## src/rtl/display_scan_ctrl_if.sv

```systemverilog
// Host-side bundle for the display scan controller: frame load, per-digit
// controls, and the signals driven toward the shared decoder and anodes.
interface display_scan_ctrl_if;
  logic        load;
  logic [15:0] digits_in;
  logic [3:0]  blank_mask;
  logic [3:0]  blink_en;
  logic [3:0]  dp_in;
  logic [3:0]  num;
  logic [3:0]  an;
  logic        dp;
  logic        update_pending;

  modport master (
    output load, digits_in, blank_mask, blink_en, dp_in,
    input  num, an, dp, update_pending
  );

  modport slave (
    input  load, digits_in, blank_mask, blink_en, dp_in,
    output num, an, dp, update_pending
  );
endinterface

```

## src/rtl/display_scan_ctrl.sv

```systemverilog
// Four-digit seven-segment scan controller: time-multiplexes one BCD decoder,
// blanks anodes around digit switches, and swaps frames only at scan end.
module display_scan_ctrl #(
  parameter int REFRESH_DIV  = 100000,
  parameter int GUARD_CYCLES = 1000,
  parameter int BLINK_DIV    = 50
) (
  input  logic               clk,
  input  logic               rst_n,
  display_scan_ctrl_if.slave bus
);
  localparam int SW = (REFRESH_DIV > 1) ? $clog2(REFRESH_DIV) : 1;
  localparam int BW = (BLINK_DIV > 1) ? $clog2(BLINK_DIV) : 1;
  localparam logic [SW-1:0] SLOT_LAST = SW'(REFRESH_DIV - 1);
  localparam logic [BW-1:0] SCAN_LAST = BW'(BLINK_DIV - 1);

  typedef enum logic {GUARD, DRIVE} state_t;

  logic [15:0]   shadow, active, shadow_nxt, active_nxt;
  logic [1:0]    idx, idx_nxt;
  logic [SW-1:0] slot_cnt, slot_nxt;
  logic [BW-1:0] scan_cnt, scan_nxt;
  logic          blink_phase, phase_nxt;
  logic          pending, pend_nxt;
  logic [3:0]    num_q, an_q, num_nxt, an_nxt;
  logic          dp_q, dp_nxt;
  logic          in_guard, slot_end, bnd, lit;
  logic [3:0]    nib, dark;
  state_t        state;

  // GUARD is a pure decode of slot_cnt; a zero-length guard must never match.
  if (GUARD_CYCLES == 0) begin : g_noguard
    assign in_guard = 1'b0;
  end else begin : g_guard
    localparam logic [SW-1:0] GUARD_L = SW'(GUARD_CYCLES);
    assign in_guard = slot_cnt < GUARD_L;
  end

  for (genvar i = 0; i < 4; i++) begin : g_dark
    assign dark[i] = bus.blank_mask[i] | (bus.blink_en[i] & blink_phase) |
                     (active[4*i +: 4] > 4'd9);
  end

  always_comb begin
    state      = in_guard ? GUARD : DRIVE;
    slot_end   = slot_cnt == SLOT_LAST;
    bnd        = slot_end && idx == 2'd3;
    slot_nxt   = slot_end ? '0 : slot_cnt + 1'b1;
    idx_nxt    = slot_end ? idx + 2'd1 : idx;
    scan_nxt   = scan_cnt;
    phase_nxt  = blink_phase;
    shadow_nxt = bus.load ? bus.digits_in : shadow;
    active_nxt = active;
    pend_nxt   = pending;
    if (bnd) begin
      if (scan_cnt == SCAN_LAST) begin
        scan_nxt  = '0;
        phase_nxt = ~blink_phase;
      end else begin
        scan_nxt  = scan_cnt + 1'b1;
      end
      // A load landing on the boundary edge bypasses the shadow wait.
      if (bus.load)     active_nxt = bus.digits_in;
      else if (pending) active_nxt = shadow;
      pend_nxt = 1'b0;
    end else if (bus.load) begin
      pend_nxt = 1'b1;
    end
    nib     = active[{idx, 2'b00} +: 4];
    lit     = !dark[idx] && state == DRIVE;
    num_nxt = (nib > 4'd9) ? 4'd0 : nib;
    an_nxt  = lit ? ~(4'b0001 << idx) : 4'b1111;
    dp_nxt  = lit ? ~bus.dp_in[idx] : 1'b1;
  end

  always_ff @(posedge clk or negedge rst_n) begin
    if (!rst_n) begin
      shadow      <= '0;
      active      <= '0;
      idx         <= '0;
      slot_cnt    <= '0;
      scan_cnt    <= '0;
      blink_phase <= 1'b0;
      pending     <= 1'b0;
      num_q       <= '0;
      an_q        <= 4'b1111;
      dp_q        <= 1'b1;
    end else begin
      shadow      <= shadow_nxt;
      active      <= active_nxt;
      idx         <= idx_nxt;
      slot_cnt    <= slot_nxt;
      scan_cnt    <= scan_nxt;
      blink_phase <= phase_nxt;
      pending     <= pend_nxt;
      num_q       <= num_nxt;
      an_q        <= an_nxt;
      dp_q        <= dp_nxt;
    end
  end

  assign bus.num            = num_q;
  assign bus.an             = an_q;
  assign bus.dp             = dp_q;
  assign bus.update_pending = pending;
endmodule

```

## src/flat_wrapper.sv

```systemverilog
// flat-port wrapper written by rule: the top's interface ports become plain ports
module display_scan_ctrl_flat 
#(
  parameter int REFRESH_DIV  = 100000,
  parameter int GUARD_CYCLES = 1000,
  parameter int BLINK_DIV    = 50
)
  (clk, rst_n, bus_load, bus_digits_in, bus_blank_mask, bus_blink_en, bus_dp_in, bus_num, bus_an, bus_dp, bus_update_pending);
  display_scan_ctrl_if bus_i ();
  input  logic clk;
  input  logic rst_n;
  input wire logic [$bits(bus_i.load)-1:0] bus_load;
  input wire logic [$bits(bus_i.digits_in)-1:0] bus_digits_in;
  input wire logic [$bits(bus_i.blank_mask)-1:0] bus_blank_mask;
  input wire logic [$bits(bus_i.blink_en)-1:0] bus_blink_en;
  input wire logic [$bits(bus_i.dp_in)-1:0] bus_dp_in;
  output wire logic [$bits(bus_i.num)-1:0] bus_num;
  output wire logic [$bits(bus_i.an)-1:0] bus_an;
  output wire logic [$bits(bus_i.dp)-1:0] bus_dp;
  output wire logic [$bits(bus_i.update_pending)-1:0] bus_update_pending;
  assign bus_i.load = bus_load;
  assign bus_i.digits_in = bus_digits_in;
  assign bus_i.blank_mask = bus_blank_mask;
  assign bus_i.blink_en = bus_blink_en;
  assign bus_i.dp_in = bus_dp_in;
  assign bus_num = bus_i.num;
  assign bus_an = bus_i.an;
  assign bus_dp = bus_i.dp;
  assign bus_update_pending = bus_i.update_pending;
  display_scan_ctrl #(.REFRESH_DIV(REFRESH_DIV), .GUARD_CYCLES(GUARD_CYCLES), .BLINK_DIV(BLINK_DIV)) u_core (.clk(clk), .rst_n(rst_n), .bus(bus_i));
endmodule
```

## config.mk

```make
export PLATFORM = sky130hd
export DESIGN_NAME = display_scan_ctrl_flat
export DESIGN_NICKNAME = d
export VERILOG_FILES = /design/src/rtl/display_scan_ctrl_if.sv /design/src/rtl/display_scan_ctrl.sv /design/src/flat_wrapper.sv
export SDC_FILE = /design/constraint.sdc
export NUM_CORES = 1
export LEC_CHECK = 0
export CORE_MARGIN = 1.5
export CORE_UTILIZATION = 40
export CTS_CLUSTER_DIAMETER = 50
export DETAILED_ROUTE_END_ITERATION = 8
export SYNTH_ARGS = -nofsm -noshare
export SYNTH_HDL_FRONTEND = slang
export SYNTH_SLANG_ARGS = --single-unit
```

## constraint.sdc

```tcl
create_clock -name clk -period 2.61 [get_ports clk]
set_input_delay 0.3915 -clock clk [delete_from_list [all_inputs] [get_ports clk]]
set_output_delay 0.3915 -clock clk [all_outputs]
set_load 0.05 [all_outputs]
```

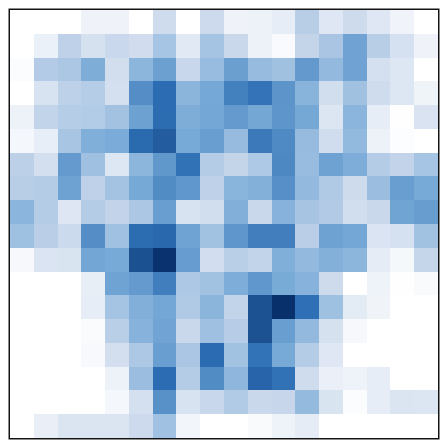
Fig. 1. Routed metal per tile (run 1).
18 x 18 tiles, from white (low) to dark blue (high), scaled to the fullest tile. Values are wire area over tile area, all layers added.
nearly empty tiles: 17%
tiles over half the peak: 22%
mean over tiles: 0.11
densest ninth of the die: middle
via count: 1942
GR Util All Layers: 0.154
drt wl/cell: 15.2 microns

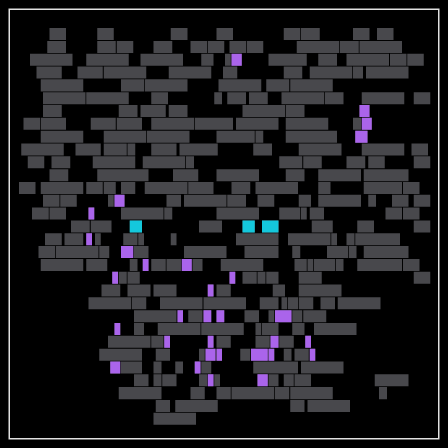
Fig. 2. Gate families picked out (run 1).
[cyan] AND-OR and OR-AND gates | cells: 3
[purple] NOR gates | cells: 31
non-filler cells in the finished layout: 383
Comb/total area: 0.338
most frequently placed logic cell in the final layout: sky130_fd_sc_hd__dfrtp_1

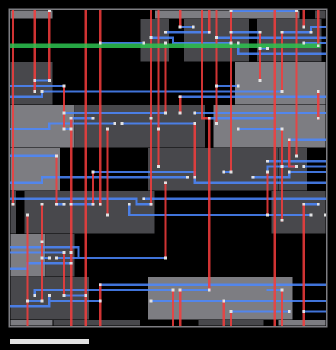
Fig. 3. Layout detail (run 1).
Bar = 5 microns. Window x 35 to 55, y 54 to 74 microns. Cells in grey, sequential cells in the stronger grey; small squares are vias.
[green] metal 3
[red] metal 2
[blue] metal 1
cells with their middle in the window: 14
sequential cells in the window: 3
most frequent: mux2_2 (4)
netlist names of flops here include: `u_core.shadow` (2), `u_core.active` (1)

==> summary.txt, run 1 <==
Notes on the flow outputs.

- The met2 track utilization from global routing is 0.197.
- The aggregate routed wire length is 5820 microns.
- The mean cell area of the mapped netlist is 13.3 sq um.
- The height of the die is 90.8 microns.
- Leaving out fill and tap cells, the most frequent cells in the layout are sky130_fd_sc_hd__dfrtp_1 (63), sky130_fd_sc_hd__clkdlybuf4s50_1 (39), sky130_fd_sc_hd__mux2_2 (25), sky130_fd_sc_hd__nor2_1 (16), sky130_fd_sc_hd__xnor2_1 (15).
- The cell class contributing the biggest share of worst-path delay is simple AND/OR/NAND/NOR gates.
- The number of global-route vias before repair came to 1875.
- The post-cts resize count reads 0.
- The logic depth of the worst path, buffers included is 6.
- The average via count per standard cell is 5.07.
- The most frequently used library cell after synthesis is sky130_fd_sc_hd__dfrtp_1.
- The power per cell area is 556 mW/mm^2.
- The worst path needs 2.08 ns of the cycle, external delays included.
- The registers of the reported paths see a clock transition of 0.07 ns.
- The largest incremental delay on the critical path reads 0.43 ns.
- The initial antenna violation count is 0.
- The total negative slack reads 0 ns.
- The final non-filler cell area is 0.00382 sq mm.
- The total number of nets in the final design reads 318.
- The required time of the critical path is 2.84 ns.
- The area of the synthesized netlist per yosys stat is 0.00308 sq mm.
- Setup repair after global routing left no endpoint under its margin.
- The worst setup path is captured at a flop.
- The gate count after technology mapping reads 232.
- Looking at area per cell type in the netlist, the leader is sky130_fd_sc_hd__dfrtp_1.
- The largest net degree at the start of global routing is 69.
- The clock network latency to the later pin of the worst-skew pair reads 0.34 ns.
- Sorting the synthesized cells by how often they occur yields sky130_fd_sc_hd__dfrtp_1 (63), sky130_fd_sc_hd__mux2_2 (25), sky130_fd_sc_hd__nor2_1 (16), sky130_fd_sc_hd__xnor2_1 (15), sky130_fd_sc_hd__nand3_1 (13).
- The fraction of layout instances using a drive strength above 1 reads 0.243.
- The number of enable-type register cells in the synthesized netlist is 0.
- The growth of design area from synthesis to finish is 23.8%.
- The HPWL reported at the end of detailed placement is 4110 microns.
- The share of synthesized registers carrying an async set or reset is 1.00.
- The class of the most critical hold timing path is input port to asynchronous set/reset pin.
- Looking at the max-slew report, the worst-margin pin has a slew of 0.534 ns.
- The path depth of the worst reg2reg path reads 6.
- The first global-routing pass estimated 9660 microns of wire.
- The master of the slowest instance on the critical path reads sky130_fd_sc_hd__dfrtp_1.
- The stage logs contain a warning count of 30.
- The tightest slew margin relative to the limit reads 0.643.
- During I/O placement, the number of pins put on the boundary was 41.
- The largest fanout on the critical path reads 16.
- The number of buffer and inverter stages on the critical path reads 1.
- The tally of unique sky130hd cells used after synthesis is 41.
- Yosys stat counts 232 cells in the synthesized netlist.
- The core area reads 0.00737 sq mm.
- The last weighted congestion value of the routability-driven placer reads 0.774.
- The total number of placement rows reads 31.
- The maximum count of clock buffers along a single path reads 2.
- The violation count after the first detailed-route iteration reads 93.
- The number of clock sinks came to 68.
- The clock tree from TritonCTS reads done.
- For the final database, setup skew stands at 0.00581 ns.
- The overall power reads 2.12 mW.
- The worst hold-check slack is 0.0597 ns.
- The startpoint type of the worst setup path is a flop.
- The post-synthesis sequential element count reads 68.
- The post-place setup slack reads 0.521 ns.
- The most used flip-flop cell after synthesis is sky130_fd_sc_hd__dfrtp_1.
- The final critical-path setup slack reads 0.529 ns.
- The share of synthesized area occupied by flip-flops and latches reads 0.554.
- From the final report, the count of setup violators was given as 0.
- The data arrival time of the critical path is 2.31 ns.
- The number of post-CTS setup repair buffers reads 0.
- The final cycle utilization of the critical path is 0.798.
- The global routing met1 resource utilization is 0.237.
- The number of buffers inserted by port buffering is 40.
- For this configuration, the core starts out at a cell density of 0.418.
- The max-capacitance violation count is 0.
- The maximum clock frequency is 480 MHz.
- The global route total overflow reads 0.
- The share of the synthesized area in the top cell type reads 0.511.
- The flow ran to the end, and the final reports show no timing, DRC or antenna violations.
- Detailed placement reports a standard cell area of 0.00360 sq mm.
- The horizontal die dimension is 90.8 microns.
- The residual DRC count is 0.
==> run 1: worst paths after layout <==
check	start	endpoint	slack [ns]
setup / recovery	u_core.slot_cnt[0]	u_core.active[4]	0.53
hold / removal	rst_n	u_core.slot_cnt[11]	0.06
setup reg to reg	u_core.slot_cnt[0]	u_core.active[4]	0.53
hold reg to reg	u_core.shadow[3]	u_core.shadow[3]	0.50
max in group asynchronous	rst_n	u_core.bus.dp	2.23
min in group clk	u_core.shadow[3]	u_core.shadow[3]	0.50
==> run 1: kinds of logic (layout without fill, tap and decap cells) <==
group,count (synthesis),after routing,synth area share
AOI/OAI and AO/OA,17,17,0.0390
xor gates and xnor gates,18,18,0.0511
adders and majority gates,7,7,0.0284
buffers and inverters,13,65,0.0272
DFF,68,68,0.554
muxes,41,41,0.180
and+or+nand+nor,68,68,0.121
==> run 1: layer usage <==
metal	vias up	routed length (microns)	share of wire
li1	932	-	-
met2	37	2310	0.40
met5	-	0	0
met3	9	242	0.042
met4	0	106	0.018
met1	964	3160	0.54
==> run 1: power breakdown <==
part | internal (mW) | switching [mW]
Sequential | 1.08 | 0.00551
Clock | 0.531 | 0.394
Combinational | 0.0678 | 0.0475
Total | 1.68 | 0.447
==> run 1: sequential cells by signal (all words and copies together), names as in the netlist <==
register and flops:
u_core.slot_cnt 17, u_core.bus.num 4, u_core.active 16, u_core.shadow 16, u_core.blink_phase 1, u_core.bus.dp 1, u_core.idx 2, u_core.scan_cnt 6
u_core.bus.update_pending 1, u_core.bus.an 4
==> run 1: area by class of cell <==
cell class | count | area [sq um]
sequential | 68 | 1710
clock buffer | 9 | 124
clock inverter | 6 | 90.1
tap | 99 | 124
multi-input combinational | 151 | 1290
inverter | 4 | 15.0
fill | 645 | 3550
timing repair buffer | 46 | 465
==> inputs of run 2 (changes only) <==
clock period = 2.1 ns   (was 2.61 ns; I/O delays follow)
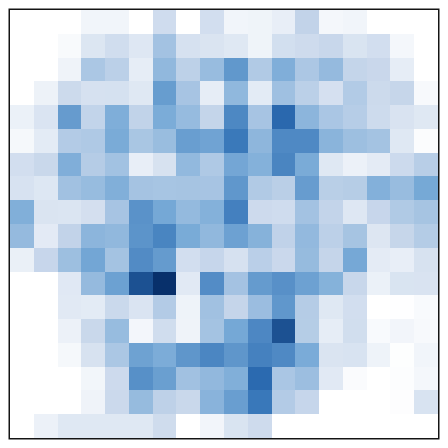
Fig. 4. Routed metal per tile (run 2).
18 x 18 tiles, from white (low) to dark blue (high), scaled to the fullest tile. Values are wire area over tile area, all layers added.
nearly empty tiles: 14%
mean over tiles: 0.11
emptiest ninth of the die: bottom right

==> run 2 against run 1 <==
Synthesized cell count stayed put. Clock-buffer cell count is 1 higher. Global-route usage is 0.17 points higher. Largest cell class unchanged. Design area is 1.8% higher. Critical endpoint is now bus_an[3]. Sequential share of layout area is 0.81 points lower.
==> summary.txt, run 2 <==
Notes on the flow outputs.

- Outcome: finished, final reports clean (unchanged).
- The starting density of the core is 0.418 (unchanged).
- The share of the synthesized area in the top cell type reads 0.511 (unchanged).
- The number of hold-slack violations in the final timing report is 0 (unchanged).
- The leakage dissipation reads 1.67 nW (was 1.62 nW).
- In this run the most critical hold path is launched from u_core.shadow[3].
- The number of pins with negative max-slew slack in the final report reads 0 (unchanged).
- The count of filler cells inserted in the layout is 666 (was 645).
- The wire length of the first global-routing pass is 9800 microns (was 9660 microns).
- The master of the slowest instance on the critical path is sky130_fd_sc_hd__clkdlybuf4s50_1 (was sky130_fd_sc_hd__dfrtp_1).
- The final cell count without fillers was 389 (was 383).
- The flip-flop count of the largest register after layout came to 17 (unchanged).
- The mean cell area of the mapped netlist reads 13.3 sq um (unchanged).
- The largest net degree at the start of global routing is 41 (was 69).
- The number of logged tool warnings reads 30 (unchanged).
- The maximum count of clock buffers along a single path reads 2 (unchanged).
- The violation count after the first detailed-route iteration reads 60 (was 93).
- The combinational cell area excluding buffers and inverters was 0.00130 sq mm (was 0.00129 sq mm).
- The total number of nets in the final design reads 323 (was 318).
- The HPWL reported at the end of detailed placement reads 4180 microns (was 4110 microns).
- Cells along the critical path: clkdlybuf4s50_1 (was ha_1 > and4_1 > and4_4 > o211a_1 > buf_12 > mux2_2).
- The post-synthesis instance area is 0.00308 sq mm (unchanged).
- The maximum clock frequency is 507 MHz.
- The routed length on met1 came to 3050 microns (was 3160 microns).
- The aggregate routed wire length was 5860 microns (was 5820 microns).
- The required time of the critical path reads 1.78 ns (was 2.84 ns).
- Cell types occupying the most area after synthesis: sky130_fd_sc_hd__dfrtp_1 (51%), sky130_fd_sc_hd__mux2_2 (9.1%), sky130_fd_sc_hd__mux2_4 (4.9%) (unchanged).
- The share of synthesized area occupied by flip-flops and latches reads 0.554 (unchanged).
- The data arrival time of the critical path came to 1.66 ns (was 2.31 ns).
- The total vias in the final route reads 1958 (was 1942).
- The last weighted congestion value of the routability-driven placer reads 0.759 (was 0.774).
- The endpoint type of the worst setup path is a primary output (was flop).
- The number of cells in the yosys synthesis report was 232 (unchanged).
- The area of the synthesized netlist per yosys stat reads 0.00308 sq mm (unchanged).
- The most instantiated logic cell after routing is sky130_fd_sc_hd__dfrtp_1 (unchanged).
- The initial antenna violation count is 0 (unchanged).
- The number of buffer and inverter stages on the critical path came to 1 (unchanged).
- The area enclosed by the die boundary is 0.00824 sq mm (unchanged).
- The post-placement cell count reads 372 (was 368).
- The remaining number of nets flagged by the antenna check after routing is 0 (unchanged).
- Top cells by count: sky130_fd_sc_hd__dfrtp_1 (63), sky130_fd_sc_hd__mux2_2 (25), sky130_fd_sc_hd__nor2_1 (16), sky130_fd_sc_hd__xnor2_1 (15), sky130_fd_sc_hd__nand3_1 (13) (unchanged).
- The clock network latency to the later pin of the worst-skew pair reads 0.33 ns (was 0.34 ns).
- The number of buffers inserted by port buffering came to 40 (unchanged).
- The synthesized net count was 270 (unchanged).
- Registers with the highest flip-flop counts: u_core.slot_cnt (17), u_core.active (16), u_core.shadow (16) (unchanged).
- The number of H-tree levels is 3 (unchanged).
- The routed wire length per instance is 15.1 microns (was 15.2 microns).
- The worst-case vdd ir drop came to 0.000347 V (was 0.000273 V).
- The core area reads 0.00737 sq mm (unchanged).
- The I/O pin count is 41 (unchanged).
- The critical path launch point is u_core.bus.an[3] (was u_core.slot_cnt[0]).
- The number of buffers created by CTS is 9 (unchanged).
- The final core utilization was 0.528 (was 0.518).
- The number of antenna cells inserted came to 0 (unchanged).
- The worst hold-check slack was 0.498 ns (was 0.0597 ns).
- The number of warnings reported in the yosys synthesis log is 0 (unchanged).
- The gate count after technology mapping reads 232 (unchanged).
- The startpoint-to-endpoint class of the critical path is flop to primary output (was flop to flop).
- The top register by number of flip-flops is u_core.slot_cnt (unchanged).
- The final cycle utilization of the critical path reads 0.940.
- The max-capacitance violation count is 0 (unchanged).
- The number of enable-type register cells in the synthesized netlist came to 0 (unchanged).
- The post-synthesis sequential element count is 68 (unchanged).
- The global route total overflow is 0 (unchanged).
- The root cell of the clock tree reads sky130_fd_sc_hd__clkbuf_8 (unchanged).
- The final non-filler cell area reads 0.00389 sq mm (was 0.00382 sq mm).
- The detailed-router iteration count before antenna repair is 4 (unchanged).
- The highest layer used for signal routing reads met4 (unchanged).
- The total number of placement rows is 31 (unchanged).
- The worst clock skew on the final layout reads 0.00671 ns (was 0.00581 ns).
- Leading cell types in the layout, fill and taps excluded: sky130_fd_sc_hd__dfrtp_1 (63), sky130_fd_sc_hd__clkdlybuf4s50_1 (39), sky130_fd_sc_hd__mux2_2 (25), sky130_fd_sc_hd__nor2_1 (16), sky130_fd_sc_hd__xnor2_1 (15) (unchanged).
- The clock period could shrink to 1.97 ns.
- The met2 wirelength from detailed routing came to 2520 microns (was 2310 microns).
- The startpoint type of the worst setup path reads a flop (unchanged).
- The horizontal die dimension is 90.8 microns (unchanged).
- The post-CTS clock slew at the launch and capture registers of the worst setup and hold paths was 0.08 ns (was 0.07 ns).
- The routed wire length on met3 reads 215 microns (was 242 microns).
- The largest incremental delay on the critical path reads 0.80 ns (was 0.43 ns).
- The power per cell area reads 694 mW/mm^2 (was 556 mW/mm^2).
- The dominant cell by count in the synthesized netlist reads sky130_fd_sc_hd__dfrtp_1 (unchanged).
- The beginning of the worst register-to-register path reads u_core.slot_cnt[0] (unchanged).
- The share of synthesized registers carrying an async set or reset is 1.00 (unchanged).
- The total negative slack came to 0 ns (unchanged).
- The total setup violations reported at the end of the flow is 0 (unchanged).
- The growth of design area from synthesis to finish is 26.1% (was 23.8%).
- The most area-hungry cell type in the Yosys netlist reads sky130_fd_sc_hd__dfrtp_1 (unchanged).
- The overall global routing resource usage was 0.156 (was 0.154).
- The area of placed instances is 0.00365 sq mm (was 0.00360 sq mm).
- The fraction of layout instances using a drive strength above 1 reads 0.259 (was 0.243).
- The tally of unique sky130hd cells used after synthesis is 41 (unchanged).
- The transition at the pin with the smallest max-transition slack was 0.503 ns (was 0.534 ns).
- The clock tree from TritonCTS is done (unchanged).
- The number of global-route vias before repair is 1920 (was 1875).
- The class of the most critical hold timing path reads flop to flop (was input port to asynchronous set/reset pin).
- The most used flip-flop cell after synthesis is sky130_fd_sc_hd__dfrtp_1 (unchanged).
- The average via count per standard cell was 5.03 (was 5.07).
- The cell class contributing the biggest share of worst-path delay reads buffers and inverters (was simple AND/OR/NAND/NOR gates).
- The tightest slew margin relative to the limit reads 0.664 (was 0.643).
- The flip-flop and latch area is 0.00171 sq mm (unchanged).
- The height of the die is 90.8 microns (unchanged).
- Unrepaired setup endpoints after global routing: false (unchanged).
- The residual DRC count reads 0 (unchanged).
- The number of clock sinks seen by CTS reads 68 (unchanged).
- The largest fanout on the critical path was 1 (was 16).
==> run 2: kinds of logic after synthesis <==
logic type	after synthesis	share of synthesized area
compound gates	17	0.0390
xor+xnor	18	0.0511
fa+ha+maj	7	0.0284
buf+inv	13	0.0272
flops	68	0.554
mux	41	0.180
simple gates	68	0.121
==> run 2: path summary, 6_finish.rpt <==
| check | to | slack, ns | cells after the start |
|---|---|---|---|
| max | bus_an[3] | 0.13 | 1 |
| min | u_core.shadow[3] | 0.50 | 1 |
| max reg2reg | u_core.active[3] | 0.16 | 6 |
| min reg2reg | u_core.shadow[3] | 0.50 | 1 |
| max in group asynchronous | u_core.active[15] | 1.23 | 3 |
| min in group asynchronous | u_core.bus.an[2] | 0.55 | 2 |
==> run 2: metrics by stage <==
stage	worst slack, ns	total power [mW]
finish	0.127	2.70
global route	0.0390	2.81
CTS	0.102	2.74
detailed placement	0.154	1.53
global placement	0.156	1.52
floorplan	0.189	1.42
==> run 2: per-layer routing <==
layer,up-vias,GRT usage
li1,933,-
met1,970,0.240
met5,-,0
met4,0,0.0703
met3,5,0.0311
met2,50,0.209
==> run 2: report_power, final <==
group / switching (mW) / leakage (nW) / internal, mW
registers: 0.00699 / 0.877 / 1.34
clock network: 0.499 / 0.116 / 0.701
logic: 0.0609 / 0.676 / 0.0904
==> run 2: layout make-up <==
cell class | instances | share of cell area
clock buffers | 10 | 0.0354
clock inverters | 6 | 0.0225
inverters | 4 | 0.00386
multi-input cells | 151 | 0.334
flip-flops and latches | 68 | 0.439
well taps | 99 | 0.0319
repair buffers | 51 | 0.133
==> run 2: what timing repair did <==
item                                    4_1_cts  5_1_grt
endpoints found under the setup margin        0        2
endpoints found under the hold margin         4        0
buffers inserted                              0        0
hold buffers                                  1        0
resized                                       0        1
==> inputs of run 3 (changes only) <==
CAP_MARGIN = 20   (was unset)
HOLD_SLACK_MARGIN = 0.03   (was unset)
SLEW_MARGIN = 20   (was unset)
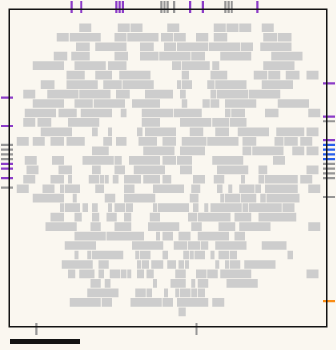
Fig. 5. Pin map (run 3).
Bar = 20 microns. Pins as bars across the die edge, other pins in grey.
[blue] `bus_dp_in` | pins: 4 | direction: input | edge: right
[orange] `rst_n` | pins: 1 | direction: input | edge: right
[purple] `bus_digits_in` | pins: 16 | direction: input | edge: 8 top, 5 left, 3 right
all pins by edge: 15 top, 14 right, 10 left, 2 bottom
die span in x: 90.8 microns
buffers added on ports: 40
height of the die: 90.8 microns

==> run 3 against run 2 <==
Global-route usage unchanged. Sequential power is essentially flat. Sequential share of layout area stayed put. Sequential cell count stayed put. Critical path depth unchanged. Via count unchanged. Critical path type unchanged. Largest power group unchanged.
==> summary.txt, run 3 <==
Notes on the flow outputs.

- Outcome: finished, final reports clean (unchanged).
- Unrepaired setup endpoints after global routing: false (unchanged).
- The top register by number of flip-flops is u_core.slot_cnt (unchanged).
- The most used flip-flop cell after synthesis is sky130_fd_sc_hd__dfrtp_1 (unchanged).
- The area enclosed by the die boundary is 0.00824 sq mm (unchanged).
- The power per cell area reads 694 mW/mm^2 (unchanged).
- The tightest slew margin relative to the limit is 0.664 (unchanged).
- The post-synthesis sequential element count reads 68 (unchanged).
- The compound-gate portion of the synthesized area reads 0.0390 (unchanged).
- The share of synthesized area occupied by flip-flops and latches is 0.554 (unchanged).
- The growth of design area from synthesis to finish reads 26.1% (unchanged).
- The remaining number of nets flagged by the antenna check after routing was 0 (unchanged).
- The final cycle utilization of the critical path reads 0.940 (unchanged).
- The last weighted congestion value of the routability-driven placer is 0.759 (unchanged).
- The worst clock skew on the final layout was 0.00671 ns (unchanged).
- The path depth of the worst reg2reg path is 6 (unchanged).
- The root cell of the clock tree is sky130_fd_sc_hd__clkbuf_8 (unchanged).
- The starting density of the core is 0.418 (unchanged).
- The number of hold-slack violations in the final timing report was 0 (unchanged).
- The leakage dissipation was 1.67 nW (unchanged).
- Leading cell types in the layout, fill and taps excluded: sky130_fd_sc_hd__dfrtp_1 (63), sky130_fd_sc_hd__clkdlybuf4s50_1 (39), sky130_fd_sc_hd__mux2_2 (25), sky130_fd_sc_hd__nor2_1 (16), sky130_fd_sc_hd__xnor2_1 (15) (unchanged).
- The final critical-path setup slack is 0.127 ns (unchanged).
- The post-CTS clock slew at the launch and capture registers of the worst setup and hold paths is 0.08 ns (about the same).
- The total negative slack reads 0 ns (unchanged).
- The beginning of the worst register-to-register path is u_core.slot_cnt[0] (unchanged).
- The most area-hungry cell type in the Yosys netlist reads sky130_fd_sc_hd__dfrtp_1 (unchanged).
- The largest incremental delay on the critical path is 0.80 ns (about the same).
- The flip-flop and latch area reads 0.00171 sq mm (unchanged).
- The share of synthesized cell area in and, or, nand and nor gates reads 0.121 (unchanged).
- The overall global routing resource usage reads 0.156 (unchanged).
- The number of buffer and inverter stages on the critical path was 1 (unchanged).
- The share of the synthesized area in the top cell type is 0.511 (unchanged).
- The total number of placement rows was 31 (unchanged).
- The clock network latency to the later pin of the worst-skew pair reads 0.33 ns (about the same).
- Cell types occupying the most area after synthesis: sky130_fd_sc_hd__dfrtp_1 (51%), sky130_fd_sc_hd__mux2_2 (9.1%), sky130_fd_sc_hd__mux2_4 (4.9%) (unchanged).
- The number of pins with negative max-slew slack in the final report is 0 (unchanged).
- The maximum count of clock buffers along a single path is 2 (unchanged).
- The area of the synthesized netlist per yosys stat reads 0.00308 sq mm (unchanged).
- The share of synthesized registers carrying an async set or reset reads 1.00 (unchanged).
- The xor-xnor portion of the synthesized cell area is 0.0511 (unchanged).
- The master of the slowest instance on the critical path is sky130_fd_sc_hd__clkdlybuf4s50_1 (unchanged).
- The tally of unique sky130hd cells used after synthesis came to 41 (unchanged).
- The adder-cell area share of the yosys netlist is 0.0284 (unchanged).
- The number of antenna cells inserted came to 0 (unchanged).
- The post-synthesis instance area is 0.00308 sq mm (unchanged).
- The time the final worst path needs with I/O delays and setup reads 1.97 ns (unchanged).
- The mean cell area of the mapped netlist came to 13.3 sq um (unchanged).
- The endpoint type of the worst setup path was a primary output (unchanged).
- The number of clock sinks seen by CTS came to 68 (unchanged).
- The critical register-to-register path endpoint is u_core.active[3] (unchanged).
- The most instantiated logic cell after routing is sky130_fd_sc_hd__dfrtp_1 (unchanged).
- The endpoint of the worst hold path is u_core.shadow[3] (unchanged).
- The routed wire length per instance is 15.1 microns (unchanged).
- The maximum clock frequency is 507 MHz (unchanged).
- Top cells by count: sky130_fd_sc_hd__dfrtp_1 (63), sky130_fd_sc_hd__mux2_2 (25), sky130_fd_sc_hd__nor2_1 (16), sky130_fd_sc_hd__xnor2_1 (15), sky130_fd_sc_hd__nand3_1 (13) (unchanged).
- The count of filler cells inserted in the layout reads 666 (unchanged).
- The logic depth of the worst path, buffers included was 1 (unchanged).
- The number of cells in the yosys synthesis report reads 232 (unchanged).
- The residual DRC count reads 0 (unchanged).
- Cells along the critical path: clkdlybuf4s50_1 (unchanged).
- The overall power was 2.70 mW (unchanged).
- The largest net degree at the start of global routing was 41 (unchanged).
- The number of logged tool warnings was 30 (unchanged).
- The aggregate routed wire length reads 5860 microns (unchanged).
- The dominant cell by count in the synthesized netlist reads sky130_fd_sc_hd__dfrtp_1 (unchanged).
- The total number of nets in the final design is 323 (unchanged).
- The HPWL reported at the end of detailed placement reads 4180 microns (unchanged).
- The mux share of post-synthesis cell area reads 0.180 (unchanged).
- The largest fanout on the critical path reads 1 (unchanged).
- The number of H-tree levels reads 3 (unchanged).
- The startpoint type of the worst setup path is a flop (unchanged).
- The cell class contributing the biggest share of worst-path delay reads buffers and inverters (unchanged).
- The gate count after technology mapping reads 232 (unchanged).
- The fraction of layout instances using a drive strength above 1 reads 0.259 (unchanged).
- The critical path launch point is u_core.bus.an[3] (unchanged).
- The worst-case vdd ir drop reads 0.000347 V (unchanged).
- The dominant kind of combinational cell is multiplexers (unchanged).
- The number of enable-type register cells in the synthesized netlist reads 0 (unchanged).
- The clock tree from TritonCTS was done (unchanged).
- The synthesized net count is 270 (unchanged).
==> run 3: cell counts in the layout (fill, tap and decap cells not counted) <==
No cell type changed its count.
==> run 3: per-stage QoR <==
step	area, sq um	cells	hold WS [ns]
floorplan	3080	232	0.0194
global route	3890	389	0.511
finish	3890	389	0.498
global placement	3650	372	0.354
CTS	3880	389	0.500
detailed placement	3650	372	0.356
==> run 3: worst max-delay path by stage <==
stage                          to  slack [ns]
2_1_floorplan   u_core.active[10]        0.19
3_5_place_dp     u_core.active[4]        0.15
3_3_place_gp     u_core.active[4]        0.16
6_report                bus_an[3]        0.13
5_1_grt        u_core.scan_cnt[0]        0.04
4_1_cts                 bus_an[3]        0.10
==> run 3: cell families after synthesis <==
logic type | after synthesis
compound gates | 17
mux | 41
buf+inv | 13
flops | 68
simple gates | 68
xor+xnor | 18
fa+ha+maj | 7
==> run 3: timing repair <==
action | in CTS | in global routing
hold buffers | 1 | 0
resized | 0 | 1
setup endpoints to repair | 0 | 2
endpoints found under the hold margin | 4 | 0
==> run 3: final cells by class <==
class / count / area share
Timing Repair Buffer: 51 / 0.133
Tap cell: 99 / 0.0319
Clock inverter: 6 / 0.0225
Sequential cell: 68 / 0.439
Multi-Input combinational cell: 151 / 0.334
Clock buffer: 10 / 0.0354
Inverter: 4 / 0.00386
==> run 3: routing by layer <==
layer,vias to the layer above,part of all wire,track usage
met5,-,0,0
met1,970,0.52,0.240
met2,50,0.43,0.209
li1,933,-,-
met4,0,0.011,0.0703
met3,5,0.037,0.0311
==> run 3: power by group <==
group / leakage (nW) / switching [mW] / total [mW] / internal, mW
Clock: 0.116 / 0.499 / 1.20 / 0.701
Sequential: 0.877 / 0.00699 / 1.35 / 1.34
Combinational: 0.676 / 0.0609 / 0.151 / 0.0904
Total: 1.67 / 0.567 / 2.70 / 2.13
No activity file was given, so power comes from the tool's default toggle rates.
